### src/rtl/spi_tx_meas_frame.sv
// Pulse frequency/period meter that snapshots one tagged 16-bit frame
// per SPI capture strobe; the 2-bit SPI command picks the frame content.
//
// Ports:
//   i_clk, i_rst         clock, async active-high reset
//   i_pulse              external pulse (asynchronous, synchronised here)
//   i_data_capt_st       SPI slave capture strobe (rising edge = snapshot)
//   i_rx_cmd[1:0]        last SPI command: 00 freq, 01 period,
//                        10 status, 11 link-test pattern
//   o_tx_word[15:0]      {seq[1:0], ovf, stale, data[11:0]}
//   o_word_valid         set by the first snapshot
module spi_tx_meas_frame #(
  parameter int          TX_BUFF_BITS = 16,
  parameter int          COUNT_BITS   = 12,
  parameter int          GATE_CYCLES  = 50000,
  parameter logic [7:0]  VERSION      = 8'h01
) (
  input  logic                    i_clk,
  input  logic                    i_rst,
  input  logic                    i_pulse,
  input  logic                    i_data_capt_st,
  input  logic [1:0]              i_rx_cmd,
  output logic [TX_BUFF_BITS-1:0] o_tx_word,
  output logic                    o_word_valid
);

  localparam int GW = $clog2(GATE_CYCLES);
  localparam logic [COUNT_BITS-1:0] CMAX = '1;
  localparam logic [GW-1:0] GLAST = GW'(GATE_CYCLES - 1);

  logic                    p_s1_q, p_s2_q, p_s3_q;
  logic                    capt_q;
  logic [GW-1:0]           gate_cnt_q, gate_cnt_d;
  logic [COUNT_BITS-1:0]   pcnt_q, pcnt_d;
  logic                    ovf_w_q, ovf_w_d;
  logic [COUNT_BITS-1:0]   freq_res_q, freq_res_d;
  logic                    freq_ovf_q, freq_ovf_d;
  logic                    new_f_q, new_f_d;
  logic [COUNT_BITS-1:0]   per_cnt_q, per_cnt_d;
  logic [COUNT_BITS-1:0]   per_res_q, per_res_d;
  logic                    per_ovf_q, per_ovf_d;
  logic                    per_armed_q, per_armed_d;
  logic                    new_p_q, new_p_d;
  logic [1:0]              seq_q, seq_d;
  logic [TX_BUFF_BITS-1:0] tx_word_q, tx_word_d;
  logic                    valid_q, valid_d;

  logic                    pedge;
  logic                    gate_end;
  logic                    trig;
  logic                    pcnt_sat;
  logic                    per_sat;
  logic [COUNT_BITS-1:0]   pcnt_nx;
  logic                    ovf_nx;
  logic                    f_ovf, f_stale;
  logic [11:0]             f_data;

  always_ff @(posedge i_clk or posedge i_rst) begin
    if (i_rst) begin
      p_s1_q      <= 1'b0;
      p_s2_q      <= 1'b0;
      p_s3_q      <= 1'b0;
      capt_q      <= 1'b0;
      gate_cnt_q  <= '0;
      pcnt_q      <= '0;
      ovf_w_q     <= 1'b0;
      freq_res_q  <= '0;
      freq_ovf_q  <= 1'b0;
      new_f_q     <= 1'b0;
      per_cnt_q   <= '0;
      per_res_q   <= '0;
      per_ovf_q   <= 1'b0;
      per_armed_q <= 1'b0;
      new_p_q     <= 1'b0;
      seq_q       <= '0;
      tx_word_q   <= '0;
      valid_q     <= 1'b0;
    end else begin
      p_s1_q      <= i_pulse;
      p_s2_q      <= p_s1_q;
      p_s3_q      <= p_s2_q;
      capt_q      <= i_data_capt_st;
      gate_cnt_q  <= gate_cnt_d;
      pcnt_q      <= pcnt_d;
      ovf_w_q     <= ovf_w_d;
      freq_res_q  <= freq_res_d;
      freq_ovf_q  <= freq_ovf_d;
      new_f_q     <= new_f_d;
      per_cnt_q   <= per_cnt_d;
      per_res_q   <= per_res_d;
      per_ovf_q   <= per_ovf_d;
      per_armed_q <= per_armed_d;
      new_p_q     <= new_p_d;
      seq_q       <= seq_d;
      tx_word_q   <= tx_word_d;
      valid_q     <= valid_d;
    end
  end

  always_comb begin
    pedge    = p_s2_q & ~p_s3_q;
    gate_end = (gate_cnt_q == GLAST);
    trig     = i_data_capt_st & ~capt_q;
    pcnt_sat = (pcnt_q == CMAX);
    per_sat  = (per_cnt_q == CMAX);

    gate_cnt_d = gate_end ? '0 : gate_cnt_q + 1'b1;

    // Edge arriving in the last gate cycle is folded into this window.
    pcnt_nx = (pedge && !pcnt_sat) ? pcnt_q + 1'b1 : pcnt_q;
    ovf_nx  = ovf_w_q | (pedge & pcnt_sat);

    pcnt_d     = pcnt_nx;
    ovf_w_d    = ovf_nx;
    freq_res_d = freq_res_q;
    freq_ovf_d = freq_ovf_q;
    if (gate_end) begin
      freq_res_d = pcnt_nx;
      freq_ovf_d = ovf_nx;
      pcnt_d     = '0;
      ovf_w_d    = 1'b0;
    end

    per_cnt_d   = per_sat ? per_cnt_q : per_cnt_q + 1'b1;
    per_res_d   = per_res_q;
    per_ovf_d   = per_ovf_q;
    per_armed_d = per_armed_q | pedge;
    if (pedge) begin
      per_cnt_d = '0;
      if (per_armed_q) begin
        per_res_d = per_sat ? CMAX : per_cnt_q + 1'b1;
        per_ovf_d = per_sat;
      end
    end

    seq_d     = seq_q;
    tx_word_d = tx_word_q;
    valid_d   = valid_q;
    new_f_d   = new_f_q;
    new_p_d   = new_p_q;
    f_ovf     = 1'b0;
    f_stale   = 1'b0;
    f_data    = 12'h000;

    if (trig) begin
      seq_d   = seq_q + 2'd1;
      valid_d = 1'b1;
      unique case (i_rx_cmd)
        2'b00: begin
          f_data  = 12'(freq_res_q);
          f_ovf   = freq_ovf_q;
          f_stale = ~new_f_q;
          new_f_d = 1'b0;
        end
        2'b01: begin
          f_data  = 12'(per_res_q);
          f_ovf   = per_ovf_q;
          f_stale = ~new_p_q;
          new_p_d = 1'b0;
        end
        2'b10: begin
          f_data = {freq_ovf_q, per_ovf_q, per_armed_q,
                    p_s2_q, VERSION};
        end
        2'b11: begin
          f_data = 12'hA5A;
        end
      endcase
      tx_word_d = TX_BUFF_BITS'({seq_d, f_ovf, f_stale, f_data});
    end

    // A result landing on a snapshot cycle keeps its flag set.
    if (gate_end) new_f_d = 1'b1;
    if (pedge && per_armed_q) new_p_d = 1'b1;
  end

  assign o_tx_word    = tx_word_q;
  assign o_word_valid = valid_q;

endmodule

### config.mk
export PLATFORM = sky130hd
export DESIGN_NAME = spi_tx_meas_frame
export DESIGN_NICKNAME = d
export VERILOG_FILES = /design/src/rtl/spi_tx_meas_frame.sv
export SDC_FILE = /design/constraint.sdc
export NUM_CORES = 1
export LEC_CHECK = 0
export CAP_MARGIN = 20
export CORE_MARGIN = 2
export CORE_UTILIZATION = 55
export DETAILED_ROUTE_END_ITERATION = 8
export PLACE_DENSITY = 0.76
export SLEW_MARGIN = 20
export SYNTH_ARGS = -nofsm -noshare
export SYNTH_HDL_FRONTEND = slang
export SYNTH_SLANG_ARGS = --single-unit
### constraint.sdc
create_clock -name i_clk -period 3.6 [get_ports i_clk]
set_input_delay 0.54 -clock i_clk [delete_from_list [all_inputs] [get_ports i_clk]]
set_output_delay 0.54 -clock i_clk [all_outputs]
set_load 0.005 [all_outputs]
==> ci_impl_report.md, run 1 <==
### Metrics collected by this job

| Metric | Value |
|---|---|
| Clock Path Buffers | `2` |
| Chip height | `90.3 um` |
| Met2 routed WL | `between 4000 and 5000 um` |
| Most frequent cells in the layout | `dfrtp_1, nand2_1, nor2_1` |
| Inverter count | `6` |
| Register area share after synthesis | `a little under three fifths` |
| R2R Path Start | `gate_cnt_q[7]$_DFF_PP0_` |
| Setup WS post-layout | `approximately 0.93 ns` |
| Ant diodes | `0` |
| Pwr Total | `around 0.0022 W` |
| Unrepaired setup endpoints after global routing | `false` |
| Clock buf/inv share | `between 3 and 4%` |
| CTS clk-pin slew, worst paths | `about 0.09 ns` |
| Adder-cell share of the synthesized area | `less than 1%` |
| # Cells Yosys | `411` |
| Post-CTS Setup Bufs | `0` |
| Worst setup EP type | `register` |
| Worst hold start | `p_s1_q$_DFF_PP0_` |
| Vias in the first global route | `around 3000` |
| Flop area | `approximately 2300 um2` |
| Filler instances | `around 600` |
| Routed Antenna Nets | `0` |
| Largest family of logic cells by area | `simple AND/OR/NAND/NOR gates` |
| Peak supply drop | `241 uV` |
| Comb/total area | `around 38%` |
| Root buffer cell | `clkbuf_8` |
| Routed WL | `approximately 8600 um` |
| Top area cell types | `dfrtp_1, nand2_1, o21ai_0, nor2_1, mux2i_1` |
| Top Ports | `23` |
| Synth warn | `0` |
| Max-slew headroom | `roughly a third` |
| Hpwl dp | `roughly 6100 um` |
| CP Class | `reg -> reg` |
| Worst path max stage delay | `0.85 ns` |
| Layout cells sized above 1 | `6.85%` |
| Most used cell, CP | `or4_1` |
| DP Cell Count | `between 500 and 600` |
| R2r setup slk | `approximately 0.93 ns` |
| Status | `finished clean` |
| Hold Vio Cnt, Final | `0` |
| Global route total overflow | `0` |
| Slew Viols, Final | `0` |
| Sequential power share | `55.6%` |
| Synth area leader | `dfrtp_1` |
-- run 1: power by group through the flow --
stage | logic, W | registers, W | clock network, W
CTS | 0.000318 | 0.00121 | 0.000659
finish | 0.000317 | 0.00121 | 0.000647
floorplan | 0.000199 | 0.00121 | 0
global route | 0.000356 | 0.00123 | 0.000704
global placement | 0.000302 | 0.00122 | 0
detailed placement | 0.000315 | 0.00123 | 0
-- run 1: cell families (layout without fill, tap and decap cells) --
kind of cell | after synthesis | count (layout)
xor+xnor | 22 | 22
simple gates | 176 | 176
flops | 91 | 91
fa+ha+maj | 3 | 3
buf+inv | 22 | 49
compound gates | 83 | 83
mux | 14 | 14
-- run 1: cells in the mapped netlist (4+ instances only) --
library cell	instances
xnor2_1	12
o21ai_0	36
nor4_1	6
clkbuf_1	15
nor3_1	11
nor2b_1	6
dfrtp_1	91
xor2_1	10
or3_1	6
mux2i_1	11
nand3_1	16
nor2_1	39
o41ai_1	4
or4_1	6
inv_1	6
a21oi_1	16
nand2b_1	4
o22ai_1	5
nand4_1	10
o31ai_1	5
nand2_1	55
-- run 1: worst max-delay path, delay by kind of cell, from the launching register on --
| family | cells | cell delay (ns) |
|---|---|---|
| and+or+nand+nor | 4 | 2.15 |
| DFF | 1 | 0.44 |
-- run 1: state kept, by name (all words and copies together) (netlist names) --
name	flops
freq_res_q	12
per_cnt_q	12
o_word_valid	1
p_s1_q	1
pcnt_q	12
gate_cnt_q	16
seq_q	2
per_armed_q	1
new_f_q	1
new_p_q	1
p_s2_q	1
p_s3_q	1
o_tx_word	14
per_ovf_q	1
per_res_q	12
ovf_w_q	1
capt_q	1
freq_ovf_q	1
Fig. 1: run 1, track usage over the die
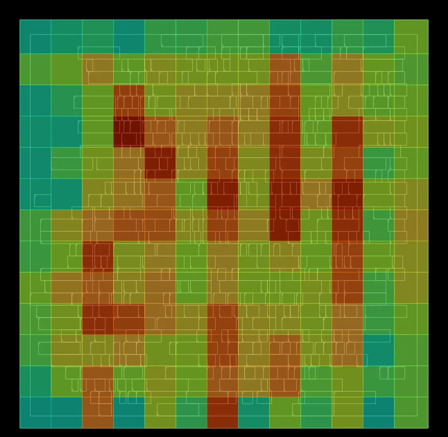
total track usage: 22.5%
GR Util met2: 35.8%
WL/cell: 16.0 um
M1 GR Usage: 31.2%
GR Util met3: 3.59%

Fig. 2: run 1, wiring by layer
Scale: 4 px per um. Two of the layers only.
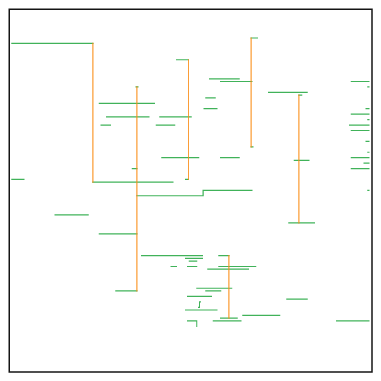
Key: green = M3 [wire length 339 um]; orange = M4 [wire length 190 um]

Fig. 3: run 1, logic cells by family
Scale: 4 px per um.
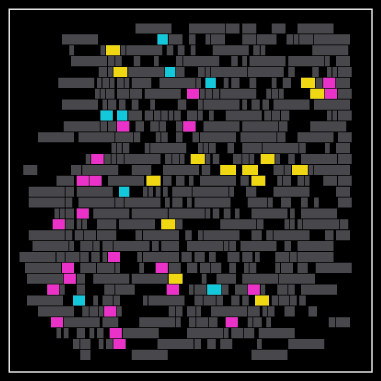
Key: magenta = xor and xnor cells [cells 22]; cyan = non-inverting ao/oa cells [cells 8]; yellow = mux cells [cells 14]

Fig. 4: run 1, the metal 1 layer
Scale: 4 px per um. Supply wires on this layer in grey.
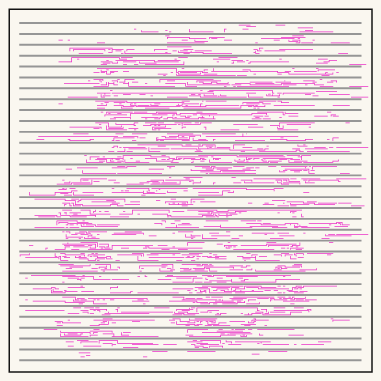
The longest straight run is 25.3 um. The layer holds 45% of the routed length. The layer carries 3900 um of wire.

## Run 2: what changed since run 1
==> constraint.sdc (replaced) <==
create_clock -name i_clk -period 2.55 [get_ports i_clk]
set_input_delay 0.3825 -clock i_clk [delete_from_list [all_inputs] [get_ports i_clk]]
set_output_delay 0.3825 -clock i_clk [all_outputs]
set_load 0.005 [all_outputs]
==> ci_impl_report.md, run 2 <==
### Metrics collected by this job

| Metric | Value |
|---|---|
| Filler instances | `between 600 and 700` |
| Status | `finished clean` |
| CP Class | `reg -> reg` |
| Total track usage | `approximately 22%` |
| Worst hold start | `p_s1_q$_DFF_PP0_` |
| Worst EP required | `~2.8 ns` |
| Slew Viols, Final | `0` |
| Number of synthesized flops with an enable pin | `0` |
| Commonest flop | `dfrtp_1` |
| Pwr Total | `~0.0030 W` |
| Clock Path Buffers | `2` |
| Most flops, register | `gate_cnt_q` |
| Worst setup EP type | `register` |
| WL/cell | `about 15 um` |
| Fmax achieved | `roughly 400 MHz` |
| Hpwl dp | `between 5000 and 6000 um` |
| # Cells Yosys | `about 400` |
| Most frequent cells in the layout | `dfrtp_1, nand2_1, nor2_1` |
| GR Util met3 | `under 10%` |
| Top area cell types | `dfrtp_1, nand2_1, o21ai_0, nor2_1, mux2i_1` |
| Most instantiated cells after synthesis | `dfrtp_1, nand2_1, nor2_1` |
| Layout cells sized above 1 | `6.55%` |
| Global route total overflow | `0` |
| Delay-heaviest family, CP | `simple AND/OR/NAND/NOR gates` |
| Max-slew headroom | `between 50% and 60%` |
| R2R Path Start | `gate_cnt_q[7]$_DFF_PP0_` |
| Register area share after synthesis | `between 50% and 60%` |
| Root buffer cell | `clkbuf_8` |
| Post-CTS Setup Bufs | `0` |
| Chip height | `approximately 90 um` |
| Hold Vio Cnt, Final | `0` |
| Synth area leader | `dfrtp_1` |
| DP Cell Count | `around 530` |
| Routed Antenna Nets | `0` |
| Min Tclk post-route | `between 2 and 2.5 ns` |
| Peak supply drop | `344 uV` |
| Unrepaired setup endpoints after global routing | `false` |
| Top Ports | `23` |
| Ant diodes | `0` |
| Buffers and inverters on the worst path | `0` |
| Met2 routed WL | `about 4000 um` |
| Setup WS post-layout | `0.124 ns` |
| CTS clk-pin slew, worst paths | `0.08 ns` |
run 2: cell type report:
| class | instances | area [um2] | area share, % |
|---|---|---|---|
| repair buffers | 32 | 308 | 6.64 |
| clock inverters | 2 | 12.5 | 0.270 |
| flip-flops and latches | 91 | 2280 | 49.1 |
| inverters | 6 | 26.3 | 0.567 |
| well taps | 99 | 124 | 2.67 |
| clock buffers | 14 | 143 | 3.08 |
| multi-input cells | 298 | 1740 | 37.6 |
run 2: path summary, 6_finish.rpt:
path / to / slack, ns / depth (start not counted)
hold / removal: p_s2_q$_DFF_PP0_ / 0.37 / 0
setup reg to reg: freq_res_q[9]$_DFFE_PP0N_ / 0.12 / 4
min in group asynchronous: pcnt_q[3]$_DFF_PP0_ / 0.41 / 2
setup / recovery: freq_res_q[9]$_DFFE_PP0N_ / 0.12 / 4
hold reg to reg: p_s2_q$_DFF_PP0_ / 0.37 / 0
max in group asynchronous: per_res_q[8]$_DFFE_PP0P_ / 1.47 / 3
run 2: power by group:
| group | total (W) | switching [W] | internal [W] | leakage [nW] |
|---|---|---|---|---|
| logic | 0.000459 | 0.000253 | 0.000206 | 0.704 |
| registers | 0.00171 | 0.000132 | 0.00158 | 1.20 |
| clock network | 0.000808 | 0.000453 | 0.000355 | 0.0747 |
run 2: worst reg2reg max path: cells and delay by family, from the launching register on:
family | cells | cell delay (ns)
DFF | 1 | 0.45
and+or+nand+nor | 4 | 1.91
run 2: cell families (layout without fill, tap and decap cells):
logic type	count (synthesis)	count (layout)	synth area share, %
AND-OR/OR-AND	83	83	12.0
XOR/XNOR	22	22	4.70
buffers and inverters	22	54	2.02
flip-flops	91	91	55.6
AND/OR/NAND/NOR	176	176	21.3
adder cells (fa/ha/maj)	3	3	0.916
multiplexers	14	14	3.51
Fig. 5: run 2, wiring by layer
Scale: 4 px per um. Two of the layers only.
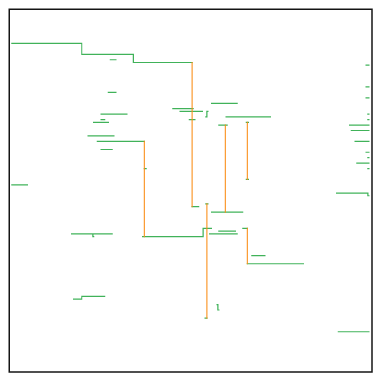
Key: orange = M4 [wire length 133 um]; green = M3 [wire length 238 um]
Vias: 3107
Routed WL: 8180 um

## Run 3: what changed since run 2
--- a/config.mk
+++ b/config.mk
@@ -6,7 +6,6 @@
 export NUM_CORES = 1
 export LEC_CHECK = 0
 export CAP_MARGIN = 20
-export CORE_MARGIN = 2
 export CORE_UTILIZATION = 55
 export DETAILED_ROUTE_END_ITERATION = 8
 export PLACE_DENSITY = 0.76
==> ci_impl_report.md, run 3 <==
### Metrics collected by this job

| Metric | Value |
|---|---|
| Status | `finished clean` |
| Hpwl dp | `5780 um` |
| Flop area | `2280 um2` |
| Combinational power | `between 0.0004 and 0.0005 W` |
| Register area share after synthesis | `between 50% and 60%` |
| Vias | `between 3000 and 4000` |
| Clock Path Buffers | `2` |
| Filler instances | `~590` |
| Most frequent cells in the layout | `dfrtp_1, nand2_1, nor2_1` |
| Most instantiated cells after synthesis | `dfrtp_1, nand2_1, nor2_1` |
| Combinational share of power | `between 10% and 20%` |
| Commonest flop | `dfrtp_1` |
| Seq group | `~0.0017 W` |
| Fmax achieved | `between 400 and 500 MHz` |
| Pwr top | `sequential cells` |
| Max-slew headroom | `around 43%` |
| Clock power share | `a little over a third` |
| Top area cell types | `dfrtp_1, nand2_1, o21ai_0, nor2_1, mux2i_1` |
| Worst setup EP type | `register` |
| Sequential power share | `around half` |
| Routed Antenna Nets | `0` |
| Synth warn | `0` |
| P_sw | `about 0.00090 W` |
| Peak supply drop | `just over 300 uV` |
-- run 3: final timing paths --
check | end | slack [ns] | cells after the start
hold reg to reg | p_s2_q$_DFF_PP0_ | 0.36 | 0
max in group asynchronous | per_cnt_q[1]$_DFFE_PP0P_ | 1.46 | 3
setup reg to reg | freq_res_q[9]$_DFFE_PP0N_ | 0.15 | 4
hold / removal | p_s2_q$_DFF_PP0_ | 0.36 | 0
min in group asynchronous | pcnt_q[7]$_DFF_PP0_ | 0.39 | 2
setup / recovery | freq_res_q[9]$_DFFE_PP0N_ | 0.15 | 4
-- run 3: routing by layer --
metal	global-route usage [%]	up-vias
met1	31.1	1526
met4	9.09	0
li1	-	1512
met3	3.64	13
met2	35.9	89
met5	0	-
-- run 3: critical path: stages (launching register included) --
cell	delay [ns]
dfrtp_1	0.43
or4b_1	0.57
or4_1	0.68
or4_1	0.56
nand3_1	0.10
-- run 3: logic make-up after synthesis --
logic type      synth area share, %
simple gates                   21.3
xor+xnor                       4.70
buf+inv                        2.02
flops                          55.6
fa+ha+maj                     0.916
mux                            3.51
compound gates                 12.0
-- run 3: layout make-up --
| cell class | count | area share, % |
|---|---|---|
| clock buffer | 10 | 2.90 |
| clock inverter | 6 | 2.45 |
| inverter | 6 | 0.554 |
| multi-input combinational | 298 | 36.7 |
| sequential | 91 | 48.0 |
| tap | 99 | 2.61 |
| timing repair buffer | 32 | 6.75 |
-- run 3: metrics by stage --
| stage | instances | utilization (%) | cell area (um2) |
|---|---|---|---|
| final | 542 | 65.8 | 4740 |
| after global routing | 542 | 65.8 | 4740 |
| after CTS | 542 | 65.8 | 4740 |
| after detailed placement | 526 | 62.2 | 4490 |
| after global placement | 526 | 62.2 | 4490 |
| after floorplan | 411 | - | 4100 |
Fig. 6: run 3, track usage over the die
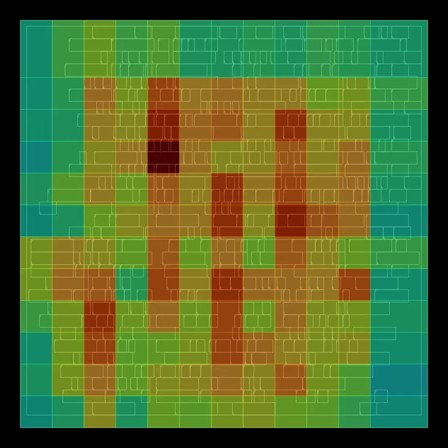
Most Crowded Layer GR: met2
GR Util met2: 35.9%
GR Util met3: 3.64%
WL/cell: 15.1 um
total track usage: 22.6%


## Gallery

Zoomed window.
shot_01.png
Window x 30 to 60, y 48 to 78 um. Cells in grey, sequential cells in the stronger grey; small squares are vias.
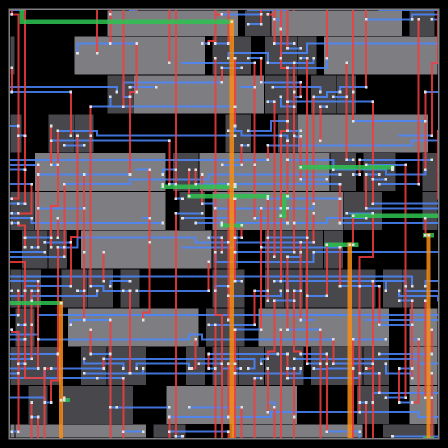
shot_02.png
Window x 29 to 59, y 47 to 77 um. Cells in grey, sequential cells in the stronger grey; small squares are vias.
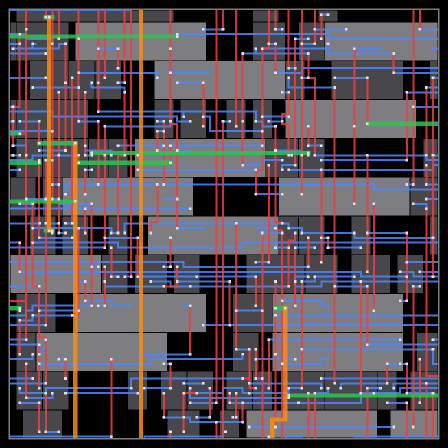
shot_03.png
Window x 30 to 60, y 48 to 78 um. Cells in grey, sequential cells in the stronger grey; small squares are vias.
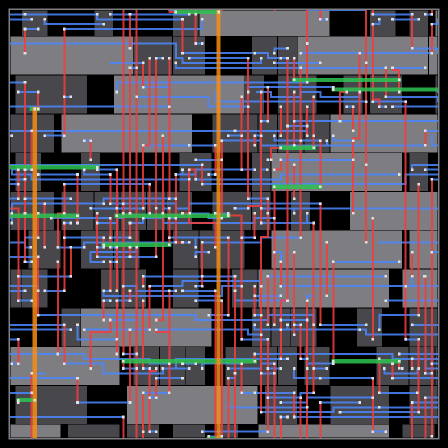
run 3: shot_02.png
run 2: shot_01.png
run 1: shot_03.png

Key to shot_01.png:
Key: orange = M4; blue = M1; green = M3; red = M2
Most frequent: dfrtp_1 (14), o21ai_0 (11), nand2_1 (9). Netlist names of flops here include per_res_q (7), o_tx_word (3), freq_res_q (2). 64 logic cells have their middle in the window. Sequential cells in the window: 14.

Power and IR drop assume default switching activity.
